### config.mk
export PLATFORM = sky130hd
export DESIGN_NAME = im_loader
export DESIGN_NICKNAME = d
export VERILOG_FILES = /design/src/rtl/im_loader.sv
export SDC_FILE = /design/constraint.sdc
export NUM_CORES = 1
export LEC_CHECK = 0
export CAP_MARGIN = 15
export CORE_AREA = 10 10 78 80
export CTS_CLUSTER_SIZE = 20
export DETAILED_ROUTE_END_ITERATION = 6
export DIE_AREA = 0 0 88 90
export PLACE_DENSITY = 0.77
export REMOVE_ABC_BUFFERS = 1
export SLEW_MARGIN = 30
export SYNTH_ARGS = -nofsm -noshare
export SYNTH_HDL_FRONTEND = slang
export SYNTH_SLANG_ARGS = --single-unit
### constraint.sdc
create_clock -name clk_i -period 2.05 [get_ports clk_i]
set_clock_uncertainty 0.15 [all_clocks]
set_input_delay 0.41 -clock clk_i [delete_from_list [all_inputs] [get_ports clk_i]]
set_output_delay 0.41 -clock clk_i [all_outputs]
set_load 0.05 [all_outputs]
### src/rtl/im_loader.sv
// Instruction-memory loader: packs WORD_WIDTH words into INSTR_WIDTH instructions
// and writes them to sequential rows. Optional write checksum via IM_LOADER_CHECKSUM_EN.
module im_loader #(
  parameter int unsigned IM_ADDR_WIDTH = 4,
  parameter int unsigned INSTR_WIDTH   = 26,
  parameter int unsigned WORD_WIDTH    = 8
) (
  input  logic                     clk_i,
  input  logic                     rst_ni,
  input  logic                     clear_i,
  input  logic                     lock_i,
  input  logic                     word_valid_i,
  output logic                     word_ready_o,
  input  logic [WORD_WIDTH-1:0]    word_i,
  output logic                     im_we_o,
  output logic [IM_ADDR_WIDTH-1:0] im_addr_o,
  output logic [INSTR_WIDTH-1:0]   im_data_o,
  output logic [IM_ADDR_WIDTH:0]   instr_cnt_o,
  output logic                     full_o,
  output logic [INSTR_WIDTH-1:0]   checksum_o
);

  localparam int unsigned NW = (INSTR_WIDTH + WORD_WIDTH - 1) / WORD_WIDTH;
  localparam int unsigned KW = (NW > 1) ? $clog2(NW) : 1;
  localparam int unsigned CW = IM_ADDR_WIDTH + 1;

  typedef enum logic [1:0] {
    COLLECT = 2'd0,
    WRITE   = 2'd1,
    FULL    = 2'd2
  } state_e;

  state_e                   state_q;
  logic [KW-1:0]            k_q;
  logic [IM_ADDR_WIDTH-1:0] ptr_q;
  logic [INSTR_WIDTH-1:0]   asm_q;
  logic [CW-1:0]            cnt_q;

  logic                     accept;
  logic                     commit;
  logic [31:0]              shamt;
  logic [INSTR_WIDTH-1:0]   lane_mask;
  logic [INSTR_WIDTH-1:0]   lane_data;
  logic [INSTR_WIDTH-1:0]   asm_nxt;

  // Acceptance depends only on registered state plus the lock/clear controls.
  assign word_ready_o = (state_q == COLLECT) && !lock_i && !clear_i;
  assign accept       = word_valid_i && word_ready_o;
  assign commit       = (state_q == WRITE) && !clear_i;

  assign im_we_o     = commit;
  assign im_addr_o   = ptr_q;
  assign im_data_o   = asm_q;
  assign instr_cnt_o = cnt_q;
  assign full_o      = (state_q == FULL);

  // Word k lands at bit k*WORD_WIDTH; the shift naturally drops bits past INSTR_WIDTH.
  assign shamt     = 32'(k_q) * 32'(WORD_WIDTH);
  assign lane_mask = INSTR_WIDTH'({WORD_WIDTH{1'b1}}) << shamt;
  assign lane_data = INSTR_WIDTH'(word_i) << shamt;
  assign asm_nxt   = (asm_q & ~lane_mask) | (lane_data & lane_mask);

  always_ff @(posedge clk_i or negedge rst_ni) begin
    if (!rst_ni) begin
      state_q <= COLLECT;
      k_q     <= '0;
      ptr_q   <= '0;
      asm_q   <= '0;
      cnt_q   <= '0;
    end else if (clear_i) begin
      state_q <= COLLECT;
      k_q     <= '0;
      ptr_q   <= '0;
      asm_q   <= '0;
      cnt_q   <= '0;
    end else begin
      case (state_q)
        COLLECT: begin
          if (accept) begin
            asm_q <= asm_nxt;
            if (k_q == KW'(NW - 1)) begin
              k_q     <= '0;
              state_q <= WRITE;
            end else begin
              k_q <= k_q + KW'(1);
            end
          end
        end
        WRITE: begin
          cnt_q <= cnt_q + CW'(1);
          if (&ptr_q) begin
            state_q <= FULL;
          end else begin
            ptr_q   <= ptr_q + IM_ADDR_WIDTH'(1);
            state_q <= COLLECT;
          end
        end
        FULL: begin
          state_q <= FULL;
        end
        default: begin
          state_q <= COLLECT;
        end
      endcase
    end
  end

`ifdef IM_LOADER_CHECKSUM_EN
  logic [INSTR_WIDTH-1:0] cks_q;

  // Accumulates exactly the instructions the memory captures.
  always_ff @(posedge clk_i or negedge rst_ni) begin
    if (!rst_ni) begin
      cks_q <= '0;
    end else if (clear_i) begin
      cks_q <= '0;
    end else if (commit) begin
      cks_q <= cks_q ^ asm_q;
    end
  end

  assign checksum_o = cks_q;
`else
  assign checksum_o = '0;
`endif

  a_we_single_cycle: assert property (@(posedge clk_i) disable iff (!rst_ni)
    im_we_o |=> !im_we_o);

  a_full_blocks_input: assert property (@(posedge clk_i) disable iff (!rst_ni)
    full_o |-> !word_ready_o);

  a_cnt_bounded: assert property (@(posedge clk_i) disable iff (!rst_ni)
    instr_cnt_o <= CW'(2 ** IM_ADDR_WIDTH));

endmodule

==> flow_metrics.env <==
# yosys + openroad results
export IMPL_status="finished, final reports clean"
export IMPL_ios=77
export IMPL_final_setup_worst_slack_ps=38.1
export IMPL_grt_max_degree=25
export IMPL_rsz0062_at_grt="no"
export IMPL_worstSkewPairLatency_ps=290
export IMPL_top_area_cell="dfrtp_1"
export IMPL_numCtsBuffers=5
export IMPL_synth_top_cell_area_share_pct=51.5
export IMPL_root_buffer="clkbuf_8"
export IMPL_die_h_um=90
export IMPL_ys_async_sr_fraction_pct=100
export IMPL_fmax_mhz=497
export IMPL_postRouteAntennaNets=0
export IMPL_routed_wl_um=4790
export IMPL_nets=254
export IMPL_r2r_end="im_data_o[18]$_DFFE_PN0P_"
export IMPL_finalClockPeriodUsage_pct=98.1
export IMPL_final_cell_mix="buf_4 (50), dfrtp_1 (38), conb_1 (26), a22o_1 (24)"
export IMPL_min_delay_start="state_q[0]$_DFFE_PN0P_"
export IMPL_drt_first_pass_iters=4
export IMPL_p_leak_nw=1.30
export IMPL_area_leaders="dfrtp_1 (51%), a22o_1 (11%), buf_4 (10%)"
export IMPL_layout_drive_gt1_share_pct=31.4
export IMPL_dieArea_um2=7920
export IMPL_syn_inst=163
export IMPL_grt_usage_pct=12.1
export IMPL_wl_met2_um=2430
export IMPL_routed_via_density=4.96
export IMPL_setup_tns_ps=0
export IMPL_cp_required_ps=1490
export IMPL_tool_warnings=28
export IMPL_ys_ff=39
export IMPL_worst_pin_slew_ps=665
export IMPL_synth_avg_cell_area_um2=11.6
export IMPL_hold_end="state_q[0]$_DFFE_PN0P_"
export IMPL_met3_wirelength_um=401
export IMPL_drcViolationCount=0
export IMPL_min_period_ps=2010
export IMPL_edf_count=0
export IMPL_cts_buffer_depth=2
export IMPL_slew_headroom_pct=55.7
export IMPL_grt_pass1_vias=1457
export IMPL_crit_path_start_kind="flop"
export IMPL_coreArea_um2=4600
export IMPL_lay_top_count="buf_4"
export IMPL_cp_cell_sequence="or4_4 -> inv_2 -> buf_12"
export IMPL_port_buffers=50
export IMPL_initCoreUtil_pct=41.3
export IMPL_ys_seq_share_pct=51.5
export IMPL_slew_viol_final=0
export IMPL_gp_congestion=0.752
export IMPL_p_per_area_nw_per_um2=625
export IMPL_ys_warn_count=0
export IMPL_top_layer_used="met4"
export IMPL_crit_arrival_ps=1450
export IMPL_ys_cells=163
export IMPL_clock_sinks=39
export IMPL_hp_class="reg -> reg"
export IMPL_gr_total_overflow=0
export IMPL_setup_violations=0
export IMPL_area_growth_pct=34.4
export IMPL_wl_per_cell_um=16.5
export IMPL_netlist_area_um2=1900
export IMPL_dp_hpwl_um=3700
-- kinds of logic (layout without fill, tap and decap cells) --
logic type | after synthesis | count (layout) | share of synthesized area (%)
flip-flops | 39 | 39 | 51.5
other | 1 | 26 | 0.198
XOR/XNOR | 3 | 3 | 1.39
AND/OR/NAND/NOR | 42 | 42 | 14.1
AND-OR/OR-AND | 34 | 34 | 14.1
multiplexers | 6 | 6 | 3.30
adder cells (fa/ha/maj) | 6 | 6 | 3.96
buffers and inverters | 32 | 80 | 11.5
-- where the power goes --
group          total [W]  internal, W  leakage (nW)  switching [W]
clock           0.000509     0.000236        0.0402       0.000272
sequential      0.000787     0.000780         0.540     0.00000739
combinational   0.000298    0.0000790         0.718       0.000219
total            0.00159      0.00110          1.30       0.000499
-- what timing repair did --
item,in CTS,in global routing
setup endpoints to repair,1,2
pin swaps,1,1
hold endpoints to repair,19,0
buffers inserted,1,1
hold buffers,1,0
resized,3,2
gates cloned,0,0
-- synthesized netlist by cell type, drive strengths merged (2+ instances only) --
cell type / number
a21oi: 6
a22o: 24
buf: 26
clkbuf: 2
dfrtp: 39
ha: 6
inv: 4
mux2: 2
mux2i: 4
nand2: 4
nand2b: 5
nand3: 3
nand4b: 3
nor2: 11
nor2b: 4
nor3: 2
nor4: 2
xnor2: 2
-- routing by layer --
layer  up-vias  track usage (%)
li1        679                -
met1       707             14.8
met2        47             18.9
met3         4             4.60
met4         0             3.59
met5         -                0
-- area by class of cell --
type / count / area, um^2
Clock buffer: 5 / 68.8
Clock inverter: 3 / 20.0
Fill cell: 392 / 2050
Inverter: 4 / 15.0
Multi-Input combinational cell: 117 / 800
Sequential cell: 39 / 977
Tap cell: 54 / 67.6
Timing Repair Buffer: 68 / 602
-- critical path, delay by kind of cell, from the launching register on --
family        cells  cell delay (ps)
flops             1              440
simple gates      1              510
buf+inv           2              220
-- worst max-delay path by stage --
stage                                 startpoint           end  slack [ps]
after global routing      state_q[0]$_DFFE_PN0P_  word_ready_o           5
after floorplan                          clear_i  word_ready_o         180
after CTS                                clear_i  word_ready_o           2
after detailed placement                 clear_i  word_ready_o        -200
final                     state_q[0]$_DFFE_PN0P_  word_ready_o          40
after global placement                   clear_i  word_ready_o        -200
-- state kept, by name, indices dropped and copies added, names as in the netlist --
register and cells:
im_data_o 26, instr_cnt_o 5, im_addr_o 4, k_q 2
state_q 2
-- stage by stage --
step	hold slack (ps)	util (%)	std cells	instance area (um^2)	power, W
after floorplan	-35.6	-	160	1790	0.000985
after global placement	230	52.9	279	2430	0.00109
after detailed placement	245	52.9	279	2430	0.00110
after CTS	356	55.2	289	2540	0.00160
after global routing	363	55.5	290	2550	0.00167
final	339	55.5	290	2550	0.00159
Fig. 1: clock wiring as the flow saved it
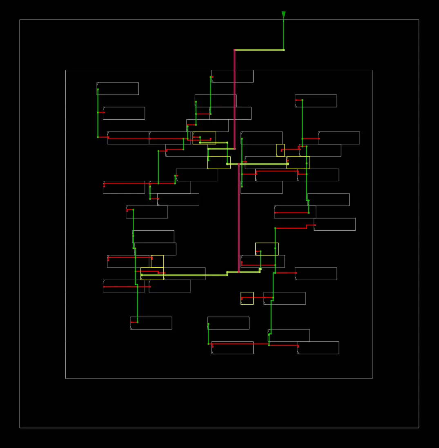
# clk buffers: 5
Flops: 39

Fig. 2: met2 routing
Bar = 20 um.
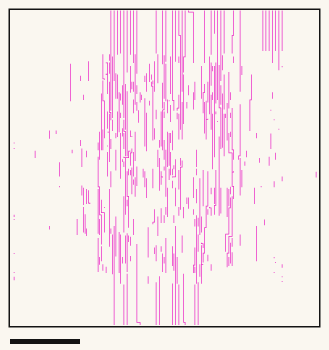
wire length on this layer: 2430 um
share of all routed wire: 51%

Fig. 3: metal layers overlaid
Bar = 20 um. Two of the layers only.
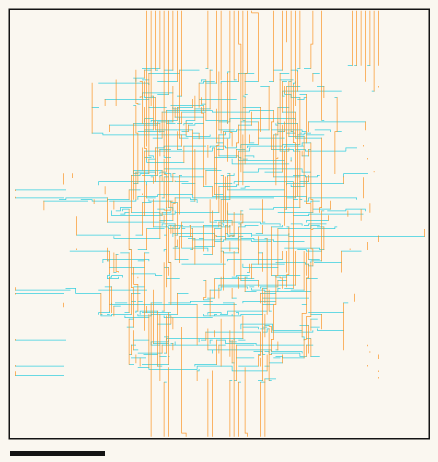
[cyan] metal 1 | wire length: 1920 um
[orange] metal 2 | wire length: 2430 um

Fig. 4: power grid
Bar = 20 um. Pins as bars on the die edge.
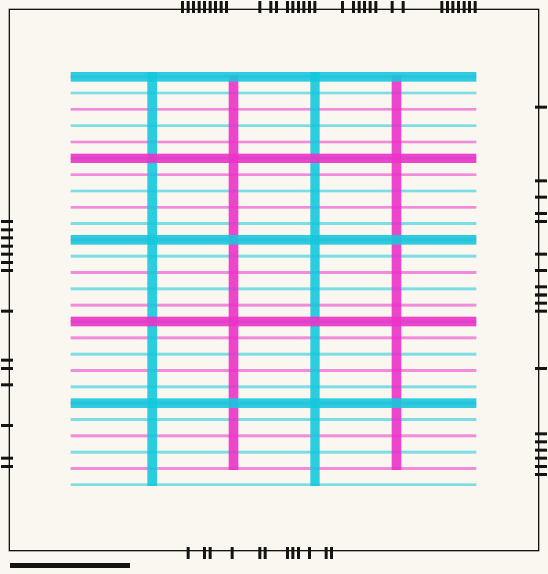
[cyan] VSS
[magenta] VDD
met4 straps: 4
met1 rails: 26
signal pins: 77
met5 straps: 5

No activity file was given, so power comes from the tool's default toggle rates.
